Design alu_ctrl_pipe, sky130hd; sources not shown.
run_1/layer_met1.png
Cells faint in the background.
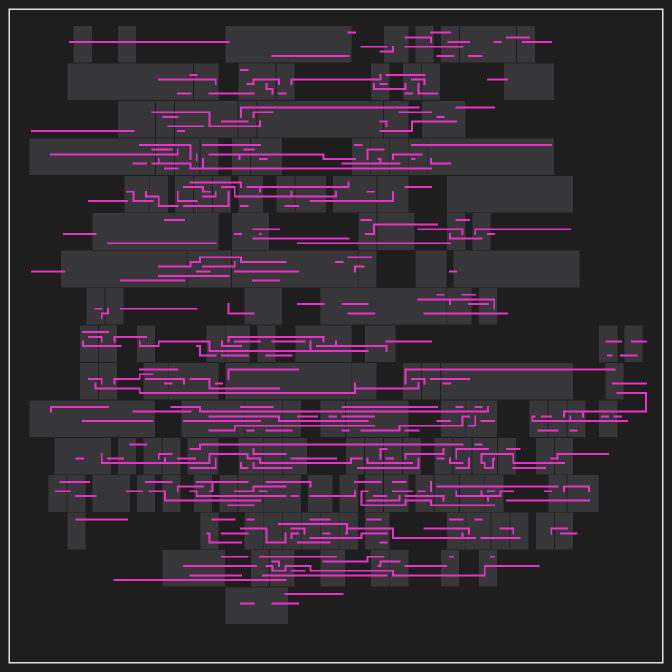
The layer carries 938 um of wire. The longest straight run is 20.9 um.
global routing met1 resource utilization: 28.2%
WL final: 2.06 mm
number of vias after detailed routing: 927

run_1/layer_met2.png
The bar under the picture is 10 um long.
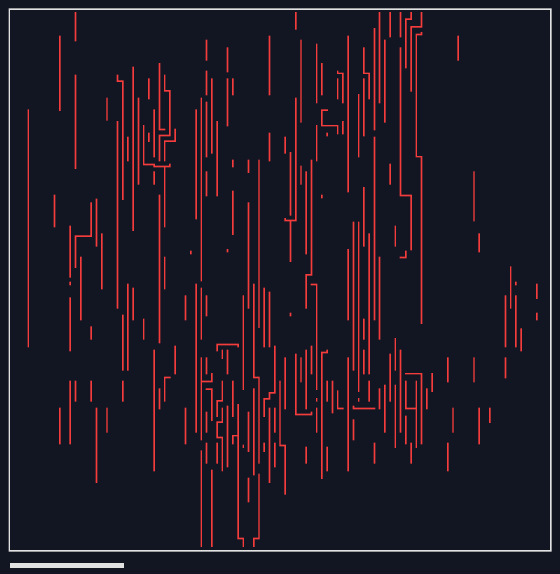
The wires run mostly vertical. The longest straight run is 20.7 um. 141 nets have wire on it. The layer holds 45% of the routed length. The layer carries 935 um of wire.
met2 global-route usage: 31.8%

run_1/layer_met3.png
The bar under the picture is 10 um long.
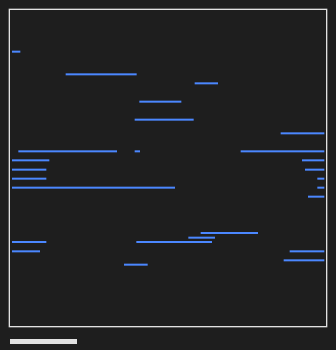
The layer holds 7.6% of the routed length. The wires run mostly horizontal. 23 nets have wire on it.
global routing met3 resource utilization: 7.69%

==> run_results.csv, run 1 <==
group,metric,value,unit
route,initialDrtViolationCount,30,
global_routing,first_global_vias,786,
yosys,ff_type,"sky130_fd_sc_hd__dfrtp_1",
yosys,synth_area,1030,um^2
yosys,synth_cell_type_count,28,
layout,finalCoreUtilization,56.3,%
layout,layout.cells.most_common_list,"43 x sky130_fd_sc_hd__nand2_1, 23 x sky130_fd_sc_hd__inv_1, 19 x sky130_fd_sc_hd__nor2_1",
yosys,compound_area_share,12.3,%
clocking,cts_buffers,3,
power,max-vdd-ir-drop,593,uV
outcome,status,"finished, final reports clean",
min_path,hold_class,"in2reg",
sta,grt_setup_unrepaired,"no",
yosys,edf_count,0,
sta,setup_violations_final,0,
layout,finish.instance_area,1090,um^2
worst_setup_path,critical-path-top-delay-family,"flip-flops",
place,dp_slack,1.21,ns
worst_setup_path,reg2reg_slack,1.20,ns
yosys,synth_stat.cells,152,
die,fp_util,53.0,%
layout,design.seq.count,14,
sta,layout_min_cycle_time,1.50,ns
clocking,clkSlewWorstSetupHoldPaths,0.08,ns
sta,layout_worst_path_cycle_share,55.4,%
layout,share_of_layout_cells_above_drive_strength_1,11.5,%
global_routing,grt_overflow,0,
yosys,yosys-stat-area,1030,um^2
layout,n_all_inverters,27,
layout,seq-cell-share,32.2,%
clocking,cts_tree,"built",
sta,worst_max_slew_pin_slew,0.528,ns
clocking,root_buffer,"sky130_fd_sc_hd__clkbuf_4",
worst_setup_path,critical_path_required,2.88,ns
place,dpl.hpwl,1.65,mm
sta,finalClockSkew,0.00352,ns
clocking,clock_sink_count,14,
yosys,synth_async_sr_flop_share,100,%
min_path,min_delay_path_depth,3,
layout,layout_clock_buffer_count,4,
yosys,synthSimpleGateAreaFrac,35.5,%
clocking,skew_pair_late_insertion_delay,0.28,ns
[run 1: where the power goes]
part / switching (mW) / leakage (nW) / internal (mW)
logic: 0.139 / 0.399 / 0.0836
clock network: 0.0645 / 0.0150 / 0.0573
registers: 0.0558 / 0.179 / 0.265
[run 1: cells in the mapped netlist, drive strengths merged (2+ instances only)]
cell type / count / share of area [%]
nand3: 10 / 5.3
inv: 25 / 9.1
ha: 5 / 6.1
o211ai: 2 / 1.5
a21oi: 8 / 4.3
o21ai: 6 / 2.9
dfrtp: 13 / 32
nand2: 47 / 19
clkinv: 2 / 0.97
nor2: 23 / 9.8
[run 1: layer usage]
layer	wire length (um)	up-vias	share of wire (%)	global-route usage [%]
li1	-	478	-	-
met1	938	411	46	28.2
met2	935	33	45	31.8
met3	156	5	7.6	7.69
met4	26	0	1.3	8.00
met5	0	-	0	0
run_1/clocks.png
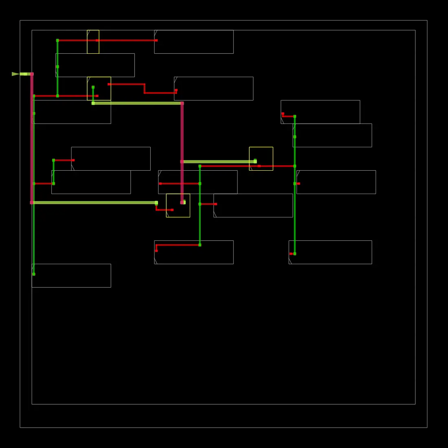

==> inputs of run 2 (changes only) <==
- clock period: 2.7 -> 1.3 ns (I/O delays scaled with it)
run_2/clocks.png
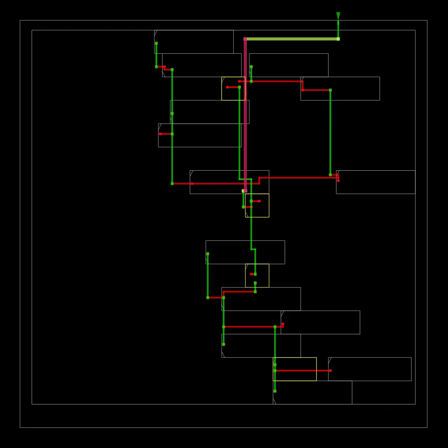
clock tree sinks: 14
layout clock buffer count: 4
Skew-Pair Late Insertion Delay: 0.27 ns
final clock skew: 0.00914 ns

==> run_results.csv, run 2 <==
group,metric,value,unit
yosys,edf_count,0,
min_path,min_delay_path_depth,3,
global_routing,met1_usage,21.7,%
sta,layout_worst_path_cycle_share,96.8,%
yosys,synth_stat.cells,152,
place,dpl.hpwl,1.68,mm
global_routing,first_global_vias,810,
sta,setup_violations_final,0,
power,maxPowerGroup,"sequential cells",
global_routing,global_route.usage.met2,38.4,%
route,dr_wl_met3,92,um
route,top_signal_layer_used,"met4",
power,power.share.combinational,37.5,%
layout,finish.instance_area,1180,um^2
place,dp_slack,0.00532,ns
yosys,yosys-stat-area,1030,um^2
power,p_seq_share,43.2,%
layout,layout.cells.most_common_list,"43 x sky130_fd_sc_hd__nand2_1, 22 x sky130_fd_sc_hd__inv_1, 18 x sky130_fd_sc_hd__nor2_1",
power,clk-power,0.302,mW
yosys,synthMostInstantiatedCell,"sky130_fd_sc_hd__nand2_1",
power,switching_power,0.588,mW
power,p_seq,0.674,mW
clocking,clkSlewWorstSetupHoldPaths,0.09,ns
clocking,cts_buffers,3,
sta,worst_max_slew_pin_slew,0.507,ns
yosys,largest_area_cell,"sky130_fd_sc_hd__dfrtp_1",
worst_setup_path,critical_path_required,1.51,ns
yosys,common_cells,"43 x sky130_fd_sc_hd__nand2_1, 23 x sky130_fd_sc_hd__inv_1, 19 x sky130_fd_sc_hd__nor2_1",
yosys,synth_top_area_share,31.6,%
min_path,hold_class,"in2reg",
outcome,status,"finished, final reports clean",
yosys,yosys-top-cells-area,"sky130_fd_sc_hd__dfrtp_1 32%, sky130_fd_sc_hd__nand2_1 16%, sky130_fd_sc_hd__inv_1 8.4%",
power,clock_power_share,19.3,%
layout,share_of_layout_cells_above_drive_strength_1,18.5,%
global_routing,layer_with_the_highest_usage,"met2",
route,wirelength_met1,870,um
route,initialDrtViolationCount,10,
route,routed-via-count,958,
yosys,synth_cell_type_count,28,
global_routing,grt_overflow,0,
clocking,cts_tree,"built",
==> run 2: cell count changes in the layout (fill, tap and decap cells not counted), sizes merged <==
cell,delta
buf,+6
==> run 2: kinds of logic after synthesis <==
group	count (synthesis)	share of synthesized area, %
buf+inv	28	10.8
xor+xnor	1	0.851
compound gates	21	12.3
other cells	1	0.364
fa+ha+maj	5	6.08
flops	14	34.1
simple gates	82	35.5
==> run 2: final cells by class <==
type	instances	area, um^2
inverters	27	106
repair buffers	7	55.1
clock buffers	4	36.3
well taps	27	33.8
fillers	173	761
multi-input cells	110	597
flip-flops and latches	14	353
==> run 2: timing repair <==
action	4_1_cts	5_1_grt
setup buffers	0	2
endpoints found under the setup margin	1	6
resized	1	8
pin swaps	0	4
hold buffers	1	0
hold endpoints to repair	13	0
Power is estimated from default activity; no workload was simulated.
